### config.mk
export PLATFORM = sky130hd
export DESIGN_NAME = uart_tx_arbiter_flat
export DESIGN_NICKNAME = d
export VERILOG_FILES = /design/src/rtl/uart_tx_arbiter_if.sv /design/src/rtl/uart_tx_arbiter.sv /design/src/flat_wrapper.sv
export SDC_FILE = /design/constraint.sdc
export NUM_CORES = 1
export LEC_CHECK = 0
export CAP_MARGIN = 20
export CORE_MARGIN = 2
export CORE_UTILIZATION = 30
export DETAILED_ROUTE_END_ITERATION = 16
export GPL_TIMING_DRIVEN = 0
export HOLD_SLACK_MARGIN = 0.08
export SETUP_SLACK_MARGIN = 0.5
export SLEW_MARGIN = 0
export SYNTH_ARGS = -nofsm -noshare
export SYNTH_HDL_FRONTEND = slang
export SYNTH_SLANG_ARGS = --single-unit
### constraint.sdc
create_clock -name clk -period 3 [get_ports clk]
set_clock_uncertainty 0.2 [all_clocks]
set_input_delay 0.6 -clock clk [delete_from_list [all_inputs] [get_ports clk]]
set_output_delay 0.6 -clock clk [all_outputs]
set_load 0.005 [all_outputs]
### src/rtl/uart_tx_arbiter_if.sv
// Bundle between the byte-stream requesters, the shared UART Tx and the
// arbiter. The arbiter uses the slave view; the client/Tx side uses master.
interface uart_tx_arbiter_if #(
  parameter int NUM_REQ          = 4,
  parameter int INPUT_DATA_WIDTH = 8
);
  localparam int GW = (NUM_REQ > 1) ? $clog2(NUM_REQ) : 1;

  logic [NUM_REQ-1:0]                  req_valid;
  logic [NUM_REQ*INPUT_DATA_WIDTH-1:0] req_data;
  logic [NUM_REQ-1:0]                  req_last;
  logic [NUM_REQ-1:0]                  req_ready;
  logic                                tx_enable;
  logic [INPUT_DATA_WIDTH-1:0]         tx_data;
  logic                                tx_busy;
  logic [GW-1:0]                       grant_id;
  logic                                locked;
  logic                                err_timeout;

  modport slave (
    input  req_valid, req_data, req_last, tx_busy,
    output req_ready, tx_enable, tx_data, grant_id, locked, err_timeout
  );

  modport master (
    output req_valid, req_data, req_last, tx_busy,
    input  req_ready, tx_enable, tx_data, grant_id, locked, err_timeout
  );
endinterface

### src/rtl/uart_tx_arbiter.sv
// Round-robin arbiter sharing one UART transmitter between NUM_REQ byte
// streams. A multi-byte packet keeps the grant until its last byte. Each
// byte is sequenced as enable pulse -> busy rise -> busy fall, with an
// abort if the transmitter never reports busy.
module uart_tx_arbiter #(
  parameter int NUM_REQ          = 4,
  parameter int INPUT_DATA_WIDTH = 8,
  parameter int BUSY_TIMEOUT     = 64
) (
  input logic              clk,
  input logic              reset,
  uart_tx_arbiter_if.slave bus
);
  localparam int W  = INPUT_DATA_WIDTH;
  localparam int GW = (NUM_REQ > 1) ? $clog2(NUM_REQ) : 1;
  localparam int CW = (BUSY_TIMEOUT > 2) ? $clog2(BUSY_TIMEOUT) : 1;

  typedef enum logic [1:0] {ARB, ISSUE, WAIT_BUSY, WAIT_DONE} state_t;

  state_t          r_state, w_next;
  logic [GW-1:0]   r_grant;
  logic [W-1:0]    r_data;
  logic            r_locked;
  logic            r_err;
  logic [CW-1:0]   r_cnt;

  logic [GW-1:0]   w_winner;
  logic [GW-1:0]   w_cand;
  logic            w_found;
  logic [W-1:0]    w_wdata;
  logic            w_wlast;
  logic            w_accept;
  logic            w_timeout;

  // Pick the winner: the frozen grantee while locked, otherwise the first
  // valid requester after the last grantee (wrapping NUM_REQ-1 -> 0).
  always_comb begin
    w_winner = r_grant;
    w_cand   = r_grant;
    w_found  = 1'b0;
    if (r_locked) begin
      w_found = bus.req_valid[r_grant];
    end else begin
      for (int k = 1; k <= NUM_REQ; k++) begin
        w_cand = GW'((int'(r_grant) + k) % NUM_REQ);
        if (!w_found && bus.req_valid[w_cand]) begin
          w_found  = 1'b1;
          w_winner = w_cand;
        end
      end
    end
  end

  // Select the winner's byte and last flag.
  always_comb begin
    w_wdata = '0;
    w_wlast = 1'b0;
    for (int i = 0; i < NUM_REQ; i++) begin
      if (w_winner == GW'(i)) begin
        w_wdata = bus.req_data[i*W +: W];
        w_wlast = bus.req_last[i];
      end
    end
  end

  // Accept only in ARB; ready is held low while reset is asserted.
  always_comb begin
    w_accept      = (r_state == ARB) && w_found && reset;
    bus.req_ready = '0;
    if (w_accept) bus.req_ready[w_winner] = 1'b1;
  end

  // Next-state logic for the per-byte sequence.
  always_comb begin
    w_next    = r_state;
    w_timeout = 1'b0;
    unique case (r_state)
      ARB:       if (w_found) w_next = ISSUE;
      ISSUE:     w_next = WAIT_BUSY;
      WAIT_BUSY: begin
        if (bus.tx_busy) begin
          w_next = WAIT_DONE;
        end else if (r_cnt == CW'(BUSY_TIMEOUT - 1)) begin
          w_timeout = 1'b1;
          w_next    = ARB;
        end
      end
      WAIT_DONE: if (!bus.tx_busy) w_next = ARB;
      default:   w_next = ARB;
    endcase
  end

  // State register.
  always_ff @(posedge clk or negedge reset) begin
    if (!reset) r_state <= ARB;
    else        r_state <= w_next;
  end

  // Datapath: latch byte/grant on accept, run the busy-wait counter, flag timeout.
  always_ff @(posedge clk or negedge reset) begin
    if (!reset) begin
      r_grant  <= GW'(NUM_REQ - 1);
      r_data   <= '0;
      r_locked <= 1'b0;
      r_err    <= 1'b0;
      r_cnt    <= '0;
    end else begin
      r_err <= w_timeout;
      if (w_accept) begin
        r_data   <= w_wdata;
        r_grant  <= w_winner;
        r_locked <= ~w_wlast;
      end
      if (w_timeout) r_locked <= 1'b0;
      if (r_state == ISSUE)
        r_cnt <= '0;
      else if (r_state == WAIT_BUSY && !bus.tx_busy && !w_timeout)
        r_cnt <= r_cnt + 1'b1;
    end
  end

  assign bus.tx_enable   = (r_state == ISSUE);
  assign bus.tx_data     = r_data;
  assign bus.grant_id    = r_grant;
  assign bus.locked      = r_locked;
  assign bus.err_timeout = r_err;
endmodule

### src/flat_wrapper.sv
// flat-port wrapper written by rule: the top's interface ports become plain ports
module uart_tx_arbiter_flat 
#(
  parameter int NUM_REQ          = 4,
  parameter int INPUT_DATA_WIDTH = 8,
  parameter int BUSY_TIMEOUT     = 64
)
  (clk, reset, bus_req_valid, bus_req_data, bus_req_last, bus_tx_busy, bus_req_ready, bus_tx_enable, bus_tx_data, bus_grant_id, bus_locked, bus_err_timeout);
  uart_tx_arbiter_if #(.NUM_REQ(NUM_REQ), .INPUT_DATA_WIDTH(INPUT_DATA_WIDTH)) bus_i ();
  input logic clk;
  input logic reset;
  input wire logic [$bits(bus_i.req_valid)-1:0] bus_req_valid;
  input wire logic [$bits(bus_i.req_data)-1:0] bus_req_data;
  input wire logic [$bits(bus_i.req_last)-1:0] bus_req_last;
  input wire logic [$bits(bus_i.tx_busy)-1:0] bus_tx_busy;
  output wire logic [$bits(bus_i.req_ready)-1:0] bus_req_ready;
  output wire logic [$bits(bus_i.tx_enable)-1:0] bus_tx_enable;
  output wire logic [$bits(bus_i.tx_data)-1:0] bus_tx_data;
  output wire logic [$bits(bus_i.grant_id)-1:0] bus_grant_id;
  output wire logic [$bits(bus_i.locked)-1:0] bus_locked;
  output wire logic [$bits(bus_i.err_timeout)-1:0] bus_err_timeout;
  assign bus_i.req_valid = bus_req_valid;
  assign bus_i.req_data = bus_req_data;
  assign bus_i.req_last = bus_req_last;
  assign bus_i.tx_busy = bus_tx_busy;
  assign bus_req_ready = bus_i.req_ready;
  assign bus_tx_enable = bus_i.tx_enable;
  assign bus_tx_data = bus_i.tx_data;
  assign bus_grant_id = bus_i.grant_id;
  assign bus_locked = bus_i.locked;
  assign bus_err_timeout = bus_i.err_timeout;
  uart_tx_arbiter #(.NUM_REQ(NUM_REQ), .INPUT_DATA_WIDTH(INPUT_DATA_WIDTH), .BUSY_TIMEOUT(BUSY_TIMEOUT)) u_core (.clk(clk), .reset(reset), .bus(bus_i));
endmodule
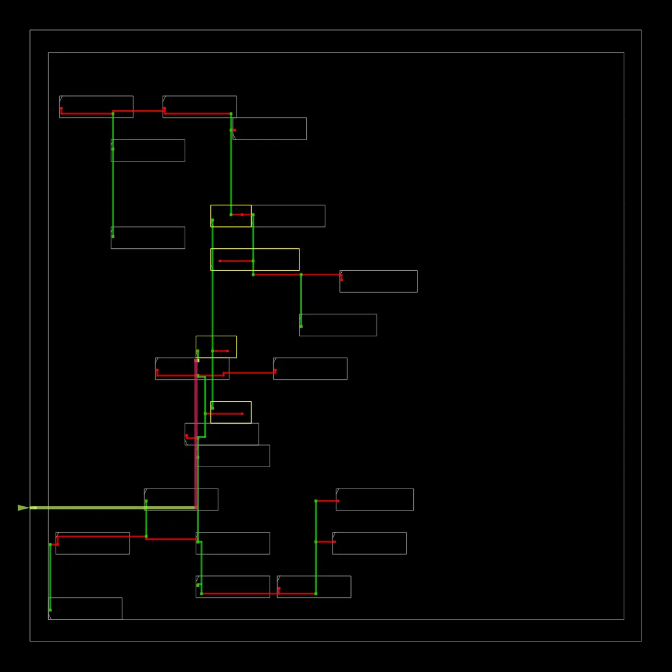
(clock wiring as the flow saved it)
clock sink count: 20
Clk. pwr: 0.273 mW
flip-flops: 20

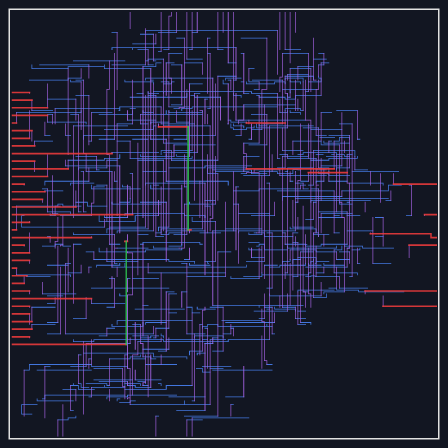
(wiring by layer)
Purple shows M2, wire length 2,350 um. Blue shows M1, wire length 2,190 um. Green shows M4, wire length 36.7 um. Red shows M3, wire length 282 um.

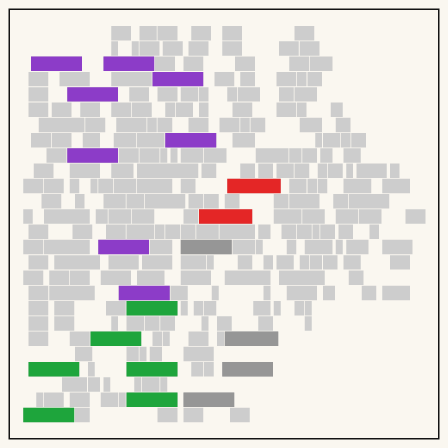
(sequential cells grouped by signal name)
Other sequential cells in the stronger gray, the rest of the logic in the fainter gray.
Green shows `u_core.r_cnt`, flops 6. Purple shows `u_core.bus.tx_data`, flops 8. Red shows `u_core.bus.grant_id`, flops 2.
Another 4 sequential cells are not colored.

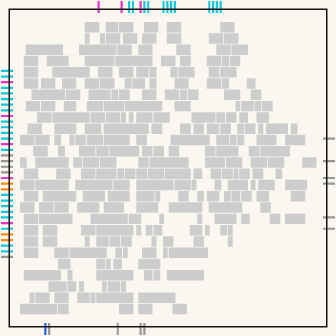
(ports around the boundary)
Pins as bars across the die edge, other pins in gray.
Cyan shows `bus_req_data`, pins 32, direction input, edge 20 west, 12 north. Orange shows `bus_req_last`, pins 4, direction input, edge west. Magenta shows `bus_tx_data`, pins 8, direction output, edge 5 west, 3 north. Blue shows `reset`, pins 1, direction input, edge south.
All pins by edge: 34 west, 15 north, 6 east, 5 south.

==> results.txt <==
Flop-to-flop setup slack = 150 ps
Register area = 504 sq um
Crit path kind = register to output port
Crit-path cells = buf_6, nor2b_4, or3_4, a211o_4, buf_6, buf_6, nand3_4, nor2_1, buf_2
Comb area share = 0.421
Clk_lat worst skew = 260 ps
Buffers and inverters on the worst path = 4
Met2 GRT Util = 0.270
Fillers = 470
Post-Synthesis Net Count = 210
#FFs+latches synth = 20
Met3 WL = 281 um
Mi-comb count = 133
Cts hold-fix bufs = 1
Metal-1 WL = 2190 um
Initial DRC count = 76
Post-layout period usage of the worst path = 1.00
Seq share, synth = 0.321
Met1 Track Usage GR = 0.225
Diodes inserted = 0
Stage-log warning count = 29
Unrepaired setup endpoints after global routing = yes
Placed Cells = 294
Setup crit end = bus_req_ready[1]
Crit path top cell by count = buf_6
Sequential power = 0.471 mW
WL per Instance = 14.8 um
Largest net degree at the start of global routing = 19
Buffers on Ports = 58
Avg Inst Size Synth = 9.43 sq um
Least-Margin Pin Slew = 855 ps
Vias per std cell = 4.96
Slowest cell on crit path = dfstp_2
Leading area contributor after synthesis = dfrtp_1
GRT overflow = 0
Fmax = 0.333 GHz
Power Density = 928 mW/mm^2
Pre-CTS WS = -1380 ps
Total Nets Final = 303
GR peak layer = met2
Total power = 2.59 mW
Number of non-clock inverters = 2
Cell count after synthesis = 166
Clock-cell share of area = 0.0255
Critical R2R Capture = u_core.bus.tx_data[3]
Status = finished clean
Global-route wire length before repair = 7900 um
Post-placement cell area = 0.00234 sq mm
Synthesis Warnings = 0
Chip area = 0.00581 sq mm
GRT met3 Usage = 0.0273
Yosys chip area = 0.00157 sq mm
WL met2 = 2350 um
CP Launch Type = register
Crit path from = u_core.bus.grant_id[0]
Data buffer area share = 0.337
Critical R2R Launch = u_core.bus.grant_id[0]
CTS H-Tree Depth = 1
Psw = 0.965 mW
Post-CTS setup buffers = 22
Comb area = 0.00118 sq mm
Top post-synthesis cells by count = nor2_1 (24), dfrtp_1 (18), mux2_2 (10), nand3_1 (10)
CP required = 2200 ps
Top Metal Used = met4
Core Region = 0.00507 sq mm
Setup violators final = 0
Top Family by Delay on Critical Path = simple AND/OR/NAND/NOR gates
Int Power = 1.63 mW
Root buf cell = clkbuf_8
Cell area leaders = dfrtp_1 (29%), mux2_2 (7.2%), mux4_2 (7.2%)
Maximum clock insertion buffer count = 2
Fin area = 0.00280 sq mm
Clock-pin slew on the worst setup and hold paths = 80 ps
Switching share of power = 0.372
Die Width = 76.2 um
FFs w/ async S/R, synth = 1.00
Synth Cell Area = 0.00157 sq mm
P_comb = 1.85 mW
Final setup margin = 0.0682 ps
Io pins = 60
Antenna-violating nets left = 0
FP Util = 0.308
Hpwl dp = 3110 um
MaxCap Viol Count = 0
Vert. Die Dim = 76.2 um
Area grow syn2layout = 78.7%
N_taps = 70
Core Rows = 26
Commonest flop = dfrtp_1
TritonCTS buffer count = 3
Max VDD drop = 0.455 mV
Worst slew margin = 0.428
Biggest Area Class = multi-input combinational cells
Seq area share = 0.180
Clk pwr share = 0.105
Slowest stage delay, CP = 550 ps
WP depth = 9
Sequential power share = 0.182
Bufs w/o clock = 99
Hold Worst Slack = 105 ps
Comb power frac = 0.713
Leak = 1.17 nW
Routability Congestion = 0.730
Critical path arrival = 2200 ps
Number of global-route vias before repair = 1,626
CLK BUF = 3
Fin crit period = 3000 ps
Sum Neg Setup Slack = 0 ps
Final std cells w/o fill = 328
Number of hold violations in the final report = 0
Crit Path Max Fanout = 8
Hold Path Class = input port to async pin
Initial antenna violation count = 0
Layout cell share with drive strength beyond 1 = 0.411
Synth cell types = 49
DR pass1 iterations = 4
Top Consumer = combinational cells
Yosys top cell by instances = nor2_1
-- placed cells by master, fill, tap and decap left out, types with 3 or more instances in the layout --
cell,instances
mux4_2,6
buf_2,5
o21ai_0,6
xor2_1,4
a21oi_2,4
a21oi_1,3
mux2_2,6
a21bo_2,4
nand3_1,6
nor2_1,20
mux2_4,4
a22oi_1,4
o211a_1,4
buf_6,8
buf_8,5
clkdlybuf4s50_1,50
nand2_1,6
buf_4,22
nand3_2,3
dfrtp_1,17
clkbuf_8,5
-- logic make-up (layout without fill, tap and decap cells) --
logic type,after synthesis,after routing,share of synthesized area
AOI/OAI and AO/OA,43,43,0.215
DFF,20,20,0.321
and+or+nand+nor,66,66,0.221
buffers and inverters,13,105,0.0336
xor gates and xnor gates,5,5,0.0280
muxes,18,18,0.173
adders and majority gates,1,1,0.00799
No activity file was given, so power comes from the tool's default toggle rates.
